File: src/rtl/dmem_pkg.sv
// Shared definitions for the data-memory arbiter: FSM encoding, default
// memory size and the word-address legality rule.
package dmem_pkg;

    localparam int unsigned MEM_BYTES_DEF = 44;

    typedef enum logic [1:0] {
        ST_IDLE   = 2'd0,
        ST_ACCESS = 2'd1,
        ST_RESP   = 2'd2
    } state_e;

    // Word-aligned and the whole word fits inside the memory. The address is
    // compared at full width so high bits are never silently dropped.
    function automatic logic word_legal(input logic [63:0] addr,
                                        input int unsigned mem_bytes);
        return (addr[1:0] == 2'b00) && (addr <= 64'(mem_bytes - 4));
    endfunction

endpackage

File: src/rtl/dmem_arbiter_if.sv
// Requester handshakes and memory bus of the data-memory arbiter.
interface dmem_arbiter_if #(
    parameter int unsigned ADDR_W = 32,
    parameter int unsigned DATA_W = 32
);
    logic              r0_req;
    logic              r0_we;
    logic [ADDR_W-1:0] r0_addr;
    logic [DATA_W-1:0] r0_wdata;
    logic              r0_gnt;
    logic              r0_rvalid;
    logic [DATA_W-1:0] r0_rdata;
    logic              r0_err;

    logic              r1_req;
    logic              r1_we;
    logic [ADDR_W-1:0] r1_addr;
    logic [DATA_W-1:0] r1_wdata;
    logic              r1_gnt;
    logic              r1_rvalid;
    logic [DATA_W-1:0] r1_rdata;
    logic              r1_err;

    logic [ADDR_W-1:0] mem_address;
    logic [DATA_W-1:0] mem_write_data;
    logic              mem_write;
    logic              mem_read;
    logic [DATA_W-1:0] mem_read_data;

    // Arbiter side
    modport slave (
        input  r0_req, r0_we, r0_addr, r0_wdata,
        output r0_gnt, r0_rvalid, r0_rdata, r0_err,
        input  r1_req, r1_we, r1_addr, r1_wdata,
        output r1_gnt, r1_rvalid, r1_rdata, r1_err,
        output mem_address, mem_write_data, mem_write, mem_read,
        input  mem_read_data
    );

    // Requesters plus memory side
    modport master (
        output r0_req, r0_we, r0_addr, r0_wdata,
        input  r0_gnt, r0_rvalid, r0_rdata, r0_err,
        output r1_req, r1_we, r1_addr, r1_wdata,
        input  r1_gnt, r1_rvalid, r1_rdata, r1_err,
        input  mem_address, mem_write_data, mem_write, mem_read,
        output mem_read_data
    );
endinterface

File: src/rtl/dmem_arbiter_rr_arb2.sv
// Two-way round-robin picker. The pointer names the requester that wins a
// tie; after a contested pick it moves to the loser.
module rr_arb2 (
    input  logic       clk,
    input  logic       rst,
    input  logic [1:0] req_i,
    input  logic       advance_i,
    output logic [1:0] grant_o
);
    logic ptr_q, ptr_d;

    // One-hot pick and pointer update
    always_comb begin
        grant_o = 2'b00;
        ptr_d   = ptr_q;
        case (req_i)
            2'b01:   grant_o = 2'b01;
            2'b10:   grant_o = 2'b10;
            2'b11: begin
                grant_o = ptr_q ? 2'b10 : 2'b01;
                if (advance_i) ptr_d = ~ptr_q;
            end
            default: grant_o = 2'b00;
        endcase
    end

    // Priority pointer register
    always_ff @(posedge clk or posedge rst) begin
        if (rst) ptr_q <= 1'b0;
        else     ptr_q <= ptr_d;
    end
endmodule

File: src/rtl/dmem_arbiter.sv
// Two-port arbiter and one-word access sequencer for the single-port data
// memory. Grant, one access cycle, then a response cycle that also hosts the
// next arbitration.
module dmem_arbiter
    import dmem_pkg::*;
#(
    parameter int unsigned ADDR_W    = 32,
    parameter int unsigned DATA_W    = 32,
    parameter int unsigned MEM_BYTES = MEM_BYTES_DEF
) (
    input  logic           clk,
    input  logic           rst,
    dmem_arbiter_if.slave  bus
);
    state_e            state_q, state_d;
    logic              cmd_we_q, cmd_we_d;
    logic [ADDR_W-1:0] cmd_addr_q, cmd_addr_d;
    logic [DATA_W-1:0] cmd_wdata_q, cmd_wdata_d;
    logic              owner_q, owner_d;
    logic [DATA_W-1:0] rdata0_q, rdata0_d;
    logic [DATA_W-1:0] rdata1_q, rdata1_d;

    logic [1:0] req;
    logic [1:0] grant;
    logic [1:0] gnt;
    logic       arb_slot;
    logic       legal;

    assign req      = {bus.r1_req, bus.r0_req};
    // No grants while reset is held, so nothing is issued during reset.
    assign arb_slot = (state_q != ST_ACCESS) && !rst;
    assign gnt      = grant & {2{arb_slot}};
    assign legal    = word_legal(64'(cmd_addr_q), MEM_BYTES);

    rr_arb2 u_arb (
        .clk       (clk),
        .rst       (rst),
        .req_i     (req),
        .advance_i (arb_slot),
        .grant_o   (grant)
    );

    // Next-state, command capture and decoded outputs
    always_comb begin
        state_d     = state_q;
        cmd_we_d    = cmd_we_q;
        cmd_addr_d  = cmd_addr_q;
        cmd_wdata_d = cmd_wdata_q;
        owner_d     = owner_q;
        rdata0_d    = rdata0_q;
        rdata1_d    = rdata1_q;

        bus.mem_write = 1'b0;
        bus.mem_read  = 1'b0;
        bus.r0_rvalid = 1'b0;
        bus.r1_rvalid = 1'b0;
        bus.r0_err    = 1'b0;
        bus.r1_err    = 1'b0;

        case (state_q)
            ST_ACCESS: begin
                bus.mem_write = cmd_we_q & legal;
                bus.mem_read  = ~cmd_we_q & legal;
                if (owner_q) rdata1_d = (!cmd_we_q && legal) ? bus.mem_read_data : '0;
                else         rdata0_d = (!cmd_we_q && legal) ? bus.mem_read_data : '0;
                state_d = ST_RESP;
            end
            default: begin
                if (state_q == ST_RESP) begin
                    bus.r0_rvalid = ~owner_q;
                    bus.r1_rvalid = owner_q;
                    bus.r0_err    = ~owner_q & ~legal;
                    bus.r1_err    = owner_q & ~legal;
                end
                if (gnt[1]) begin
                    cmd_we_d    = bus.r1_we;
                    cmd_addr_d  = bus.r1_addr;
                    cmd_wdata_d = bus.r1_wdata;
                    owner_d     = 1'b1;
                    state_d     = ST_ACCESS;
                end else if (gnt[0]) begin
                    cmd_we_d    = bus.r0_we;
                    cmd_addr_d  = bus.r0_addr;
                    cmd_wdata_d = bus.r0_wdata;
                    owner_d     = 1'b0;
                    state_d     = ST_ACCESS;
                end else begin
                    state_d = ST_IDLE;
                end
            end
        endcase
    end

    // State, command and read-data registers
    always_ff @(posedge clk or posedge rst) begin
        if (rst) begin
            state_q     <= ST_IDLE;
            cmd_we_q    <= 1'b0;
            cmd_addr_q  <= '0;
            cmd_wdata_q <= '0;
            owner_q     <= 1'b0;
            rdata0_q    <= '0;
            rdata1_q    <= '0;
        end else begin
            state_q     <= state_d;
            cmd_we_q    <= cmd_we_d;
            cmd_addr_q  <= cmd_addr_d;
            cmd_wdata_q <= cmd_wdata_d;
            owner_q     <= owner_d;
            rdata0_q    <= rdata0_d;
            rdata1_q    <= rdata1_d;
        end
    end

    assign bus.r0_gnt         = gnt[0];
    assign bus.r1_gnt         = gnt[1];
    assign bus.r0_rdata       = rdata0_q;
    assign bus.r1_rdata       = rdata1_q;
    assign bus.mem_address    = cmd_addr_q;
    assign bus.mem_write_data = cmd_wdata_q;
endmodule

File: src/flat_wrapper.sv
// flat-port wrapper written by rule: the top's interface ports become plain ports
module dmem_arbiter_flat import dmem_pkg::*;
#(
    parameter int unsigned ADDR_W    = 32,
    parameter int unsigned DATA_W    = 32,
    parameter int unsigned MEM_BYTES = MEM_BYTES_DEF
)
  (clk, rst, bus_r0_req, bus_r0_we, bus_r0_addr, bus_r0_wdata, bus_r0_gnt, bus_r0_rvalid, bus_r0_rdata, bus_r0_err, bus_r1_req, bus_r1_we, bus_r1_addr, bus_r1_wdata, bus_r1_gnt, bus_r1_rvalid, bus_r1_rdata, bus_r1_err, bus_mem_address, bus_mem_write_data, bus_mem_write, bus_mem_read, bus_mem_read_data);
  dmem_arbiter_if #(.ADDR_W(ADDR_W), .DATA_W(DATA_W)) bus_i ();
  input  logic clk;
  input  logic rst;
  input wire logic [$bits(bus_i.r0_req)-1:0] bus_r0_req;
  input wire logic [$bits(bus_i.r0_we)-1:0] bus_r0_we;
  input wire logic [$bits(bus_i.r0_addr)-1:0] bus_r0_addr;
  input wire logic [$bits(bus_i.r0_wdata)-1:0] bus_r0_wdata;
  output wire logic [$bits(bus_i.r0_gnt)-1:0] bus_r0_gnt;
  output wire logic [$bits(bus_i.r0_rvalid)-1:0] bus_r0_rvalid;
  output wire logic [$bits(bus_i.r0_rdata)-1:0] bus_r0_rdata;
  output wire logic [$bits(bus_i.r0_err)-1:0] bus_r0_err;
  input wire logic [$bits(bus_i.r1_req)-1:0] bus_r1_req;
  input wire logic [$bits(bus_i.r1_we)-1:0] bus_r1_we;
  input wire logic [$bits(bus_i.r1_addr)-1:0] bus_r1_addr;
  input wire logic [$bits(bus_i.r1_wdata)-1:0] bus_r1_wdata;
  output wire logic [$bits(bus_i.r1_gnt)-1:0] bus_r1_gnt;
  output wire logic [$bits(bus_i.r1_rvalid)-1:0] bus_r1_rvalid;
  output wire logic [$bits(bus_i.r1_rdata)-1:0] bus_r1_rdata;
  output wire logic [$bits(bus_i.r1_err)-1:0] bus_r1_err;
  output wire logic [$bits(bus_i.mem_address)-1:0] bus_mem_address;
  output wire logic [$bits(bus_i.mem_write_data)-1:0] bus_mem_write_data;
  output wire logic [$bits(bus_i.mem_write)-1:0] bus_mem_write;
  output wire logic [$bits(bus_i.mem_read)-1:0] bus_mem_read;
  input wire logic [$bits(bus_i.mem_read_data)-1:0] bus_mem_read_data;
  assign bus_i.r0_req = bus_r0_req;
  assign bus_i.r0_we = bus_r0_we;
  assign bus_i.r0_addr = bus_r0_addr;
  assign bus_i.r0_wdata = bus_r0_wdata;
  assign bus_r0_gnt = bus_i.r0_gnt;
  assign bus_r0_rvalid = bus_i.r0_rvalid;
  assign bus_r0_rdata = bus_i.r0_rdata;
  assign bus_r0_err = bus_i.r0_err;
  assign bus_i.r1_req = bus_r1_req;
  assign bus_i.r1_we = bus_r1_we;
  assign bus_i.r1_addr = bus_r1_addr;
  assign bus_i.r1_wdata = bus_r1_wdata;
  assign bus_r1_gnt = bus_i.r1_gnt;
  assign bus_r1_rvalid = bus_i.r1_rvalid;
  assign bus_r1_rdata = bus_i.r1_rdata;
  assign bus_r1_err = bus_i.r1_err;
  assign bus_mem_address = bus_i.mem_address;
  assign bus_mem_write_data = bus_i.mem_write_data;
  assign bus_mem_write = bus_i.mem_write;
  assign bus_mem_read = bus_i.mem_read;
  assign bus_i.mem_read_data = bus_mem_read_data;
  dmem_arbiter #(.ADDR_W(ADDR_W), .DATA_W(DATA_W), .MEM_BYTES(MEM_BYTES)) u_core (.clk(clk), .rst(rst), .bus(bus_i));
endmodule
File: config.mk
export PLATFORM = sky130hd
export DESIGN_NAME = dmem_arbiter_flat
export DESIGN_NICKNAME = d
export VERILOG_FILES = /design/src/rtl/dmem_pkg.sv /design/src/rtl/dmem_arbiter_if.sv /design/src/rtl/dmem_arbiter_rr_arb2.sv /design/src/rtl/dmem_arbiter.sv /design/src/flat_wrapper.sv
export SDC_FILE = /design/constraint.sdc
export NUM_CORES = 1
export LEC_CHECK = 0
export ABC_AREA = 1
export CORE_MARGIN = 2
export CORE_UTILIZATION = 30
export DETAILED_ROUTE_END_ITERATION = 10
export SKIP_CTS_REPAIR_TIMING = 1
export SYNTH_ARGS = -nofsm -noshare
export SYNTH_HDL_FRONTEND = slang
export SYNTH_SLANG_ARGS = --single-unit
File: constraint.sdc
create_clock -name clk -period 11.6 [get_ports clk]
set_clock_uncertainty 0.15 [all_clocks]
set_input_delay 2.9 -clock clk [delete_from_list [all_inputs] [get_ports clk]]
set_output_delay 2.9 -clock clk [all_outputs]
set_load 0.01 [all_outputs]
**Run 1: the metal 3 layer**

Scale: 2 px per um.
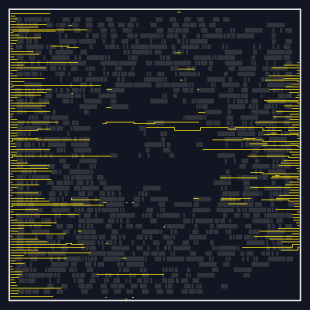
main direction = horizontal
wire length on this layer = 2260 um
longest straight run = 49.2 um
share of all routed wire = 11%

**Run 1: clock routing**

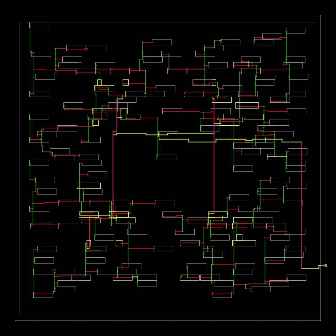
clock distribution power: 555 uW
number of sinks handled by clock tree synthesis: 133
CTS buffer count: 17
worst-skew pair later-pin latency: 0.41 ns
# clk buffers: 17

==> results.ini, run 1 <==
[worst_setup_path]
worst-path-stages = 6
timing.rr.end = u_core.cmd_we_q$_DFFE_PP0P_
critPathSlowestCell = clkdlybuf4s50_1
timing.critical_path.fanout_max = 65
rrSetupSlack_ns = 9.20
timing.critical_path.from = rst
path_class = input pin to output port

[hold_path]
min_from = u_core.bus.r0_rdata[21]$_DFFE_PP0P_
min_path_type = register to register

[detailed_routing]
wl_met2_mm = 9.994
top_layer_used = met4
avgRoutedWirePerCell_um = 16.96
vias_per_cell = 4.749
ant_nets = 0
routed_wl_met3_mm = 2.264
detail_route.first_pass.iterations = 4
totalWireLength_mm = 21.18
remaining_drc_errors = 0

[die]
initCoreUtil = 0.3058
num_rows = 51
io_pins = 302

[logic_synthesis]
topCombFamilyByArea = simple AND/OR/NAND/NOR gates
simple_gate_share = 0.2663
synth.yosys.warnings = 0
synth_area_um2 = 5952
synth.cellmix.adderShare = 0
synthTopCellsByCount = nand2_1, dfrtp_1, a21oi_1
edf_count = 0
yosys.area.top_type = dfrtp_1
yosys_area_um2 = 5952

[layout]
nFlopsAndLatches = 133
layout.nets = 1136
storage_element_area_um2 = 3328
final.fill_count = 1934
layout.clock.cell_area_share = 0.06276
buf_share = 0.3185

[clock_tree]
cts_root_buffer = clkbuf_16

[global_routing]
met2_usage = 0.3240
global_route.peak_usage_layer = met2

[final_timing]
timing.final.crit_period_ns = 7.847
report.final.hold_viol_count = 0
tns_ns = 0
final.setup.worst_slack_ns = 3.753
setup_viol_count_final = 0
report.final.slew_viol_count = 0
max_slew_headroom = 0.2521

[pwr]
power.switching_fraction = 0.3362
netSwitchingPower_uw = 641.3
share_comb_of_total_power = 0.355
top_power_group = combinational logic
share_of_total_power_in_the_clock_network = 0.291
max-vdd-ir-drop_mv = 0.09311

[place]
finalWeightedCongestion = 0.8013
pre_cts_ws_ns = 3.761
post_detailed_placement_cell_area_um2 = 9041

[outcome]
outcome = completed

**Run 1: drive-strength map**

Scale: 2 px per um.
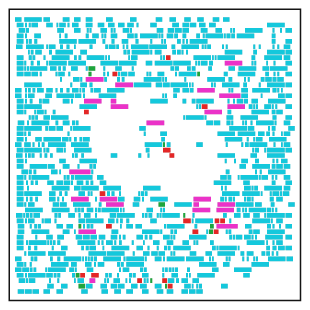
_2 cells -> green  # cells 13
_0 and _1 cells -> cyan  # cells 929
_3 and _4 cells -> red  # cells 18
_6 and larger -> magenta  # cells 23

==> run 2, diff against run 1 <==
Settings changed: PLACE_DENSITY from default to 0.66.
Clock period 11.6 ns to 6.8 ns, I/O delays scaled along.
**Run 2: cells colored by class**

Scale: 3 px per um.
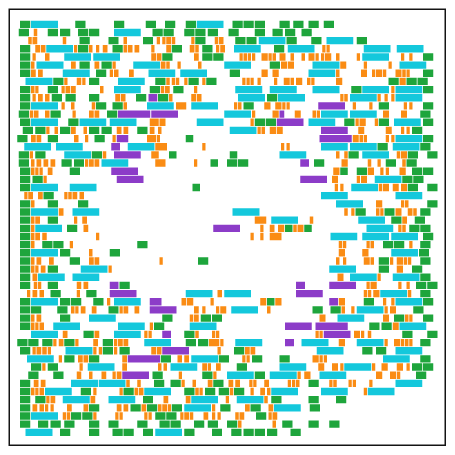
clock drivers and dummy loads -> purple  # cells 32, share of their area 6.9%
other buffers and delay cells -> green  # cells 310, share of their area 33%
flops -> cyan  # cells 133, share of their area 36%
combinational and other logic -> orange  # cells 509, share of their area 25%

==> run 2 against run 1 <==
Against the previous run: first-iteration DRC count is 17% lower; highest routed layer is now met5; clock power is 82% higher; global-route usage is 0.28 points lower; critical endpoint unchanged; die area stayed put.
==> results.ini, run 2 <==
[worst_setup_path]
timing.critical_path.fanout_max = 3
timing.critical_path.from = bus_r0_req
worst_ep_required_time_ns = 4.95
cp_common_cell = clkdlybuf4s50_1
reg2regPathDepth = 8
rrSetupSlack_ns = 4.39
timing.critical_path.arrival_ns = 3.24
worst-path-stages = 5
timing.rr.end = u_core.bus.r1_rdata[24]$_DFFE_PP0P_
critPathSlowestCell = clkdlybuf4s50_1
reg_to_reg_startpoint = u_core.bus.mem_address[20]$_DFFE_PP0P_
path_class = input pin to output port

[layout]
comb_area_um2 = 2262
storage_element_area_um2 = 3328
clockBufferCount = 17
signal_buffers = 310
nFlopsAndLatches = 133
layout_top_cell = clkdlybuf4s50_1
buf_share = 0.3178
layout.nets = 1137
seqAreaFraction = 0.3433
most-common-layout-cells = clkdlybuf4s50_1, nand2_1, dfrtp_1
comb_cells = 498
final.fill_count = 1869
layout.clock.cell_area_share = 0.06634

[detailed_routing]
avgRoutedWirePerCell_um = 16.69
routed_wl_met3_mm = 2.197
wl_met1_mm = 8.532
vias_per_cell = 4.761
top_layer_used = met5
remaining_drc_errors = 0
ant_nets = 0
detail_route.first_pass.iterations = 4
wl_met2_mm = 9.614
totalWireLength_mm = 20.86

[logic_synthesis]
yosys_area_um2 = 5952
edf_count = 0
synth_seq_share = 0.5592
muxShareOfSynthArea = 0
synth.yosys.warnings = 0
synthTopCellsByCount = nand2_1, dfrtp_1, a21oi_1
simple_gate_share = 0.2663
synth.top_cells.by_area = dfrtp_1, nand2_1, a21oi_1
synth.cellmix.adderShare = 0
synth_area_um2 = 5952
topCombFamilyByArea = simple AND/OR/NAND/NOR gates
ys_types = 22
yosys_reg_bits = 133
ys_cells = 696
yosys.area.top_type = dfrtp_1

[clock_tree]
cts-buffers-inserted = 17
cts_root_buffer = clkbuf_16
worst_skew_pair_later_pin_latency_ns = 0.42
tritoncts_num_sinks = 133

[global_routing]
grt-ovfl-total = 0
met2_usage = 0.3133
number_of_global_route_vias_before_repair = 6045
gr-usage-all-layers = 0.2006
global_route.peak_usage_layer = met2

[pwr]
share_comb_of_total_power = 0.348
max-vdd-ir-drop_mv = 0.1790
share_of_total_power_in_the_clock_network = 0.306
total_leakage_power_uw = 0.004237
power.switching_fraction = 0.3323
top_power_group = sequential cells
netSwitchingPower_uw = 1100
p_clk_uw = 1010

[place]
post_detailed_placement_cell_area_um2 = 9049
pre_cts_ws_ns = 1.660
finalWeightedCongestion = 0.7767

[final_timing]
setup_viol_count_final = 0
max_slew_headroom = 0.2821
report.final.hold_viol_count = 0
timing.final.crit_period_ns = 5.089
final.setup.worst_slack_ns = 1.711
tns_ns = 0
report.final.slew_viol_count = 0
setup_repair_after_global_routing_missed_its_margin = no
worst-slew-pin-transition_ns = 1.076

[hold_path]
min_from = u_core.bus.r1_rdata[20]$_DFFE_PP0P_
min_path_type = register to register

[die]
io_pins = 302
initCoreUtil = 0.3058
num_rows = 51

[outcome]
outcome = completed

==> run 3, diff against run 2 <==
Clock period 6.8 ns to 4.52 ns, I/O delays scaled along.
**Run 3: the metal 3 layer**

Scale: 2 px per um.
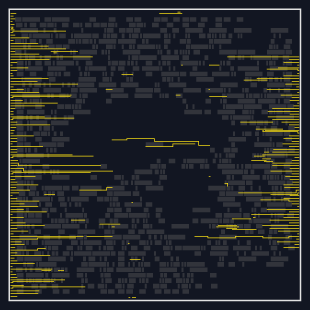
nets with wire on the layer = 199
longest straight run = 44.6 um

==> run 3 against run 2 <==
Against the previous run: synthesized area stayed put; first-iteration DRC count grew 21%; power increased by 48%; setup slack got worse by 1.1 ns; non-clock buffer count is 1 higher; clock power is 42% higher.
==> results.ini, run 3 <==
[logic_synthesis]
yosys_reg_bits = 133
topCombFamilyByArea = simple AND/OR/NAND/NOR gates
synth.yosys.warnings = 0
simple_gate_share = 0.2663
edf_count = 0
yosys.area.top_type = dfrtp_1
ys_cells = 696
yosys_area_um2 = 5952
synthTopCellsByCount = nand2_1, dfrtp_1, a21oi_1

[place]
post_detailed_placement_cell_area_um2 = 9067

[global_routing]
gr-usage-all-layers = 0.1971
global_route.peak_usage_layer = met2
met2_usage = 0.3183

[worst_setup_path]
worst_ep_required_time_ns = 3.24
worst-path-stages = 5
critPathSlowestCell = clkdlybuf4s50_1
reg2regPathDepth = 7
rrSetupSlack_ns = 2.23
timing.critical_path.from = bus_r0_req

[layout]
comb_area_um2 = 2262
seqAreaFraction = 0.3440
buf_share = 0.3205
layout_top_cell = clkdlybuf4s50_1
layout.clock.cell_area_share = 0.06247
comb_cells = 498
nFlopsAndLatches = 133

[die]
initCoreUtil = 0.3058
num_rows = 51
io_pins = 302

[detailed_routing]
avgRoutedWirePerCell_um = 16.51
detail_route.first_pass.iterations = 6
wl_met2_mm = 9.804

[final_timing]
setup_repair_after_global_routing_missed_its_margin = no
final.setup.worst_slack_ns = 0.6379
setup_viol_count_final = 0
report.final.hold_viol_count = 0
worst-slew-pin-transition_ns = 1.136

[pwr]
netSwitchingPower_uw = 1632
top_power_group = combinational logic
total_leakage_power_uw = 0.004213
share_comb_of_total_power = 0.356

[outcome]
outcome = completed

[clock_tree]
cts-buffers-inserted = 17
cts_root_buffer = clkbuf_16

[hold_path]
min_from = u_core.bus.r1_rdata[20]$_DFFE_PP0P_


==> layout pictures side by side <==
Wire density map.
Scale: 2 px per um. The die is cut into 29 by 29 equal tiles; dark purple is low, yellow is high, scaled to the fullest tile. Values are wire area over tile area, all layers added.
(a)
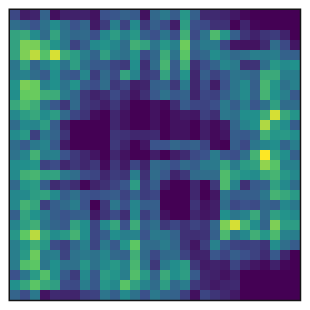
(b)
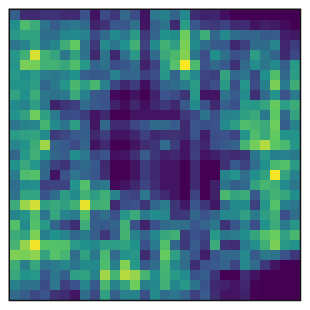
run 3: (a)
run 1: (b)

Key to (a):
mean over tiles = 0.16
fullest tile = 0.52
emptiest ninth of the die = center
tiles over half the peak = 19%

Power and IR drop assume default switching activity.
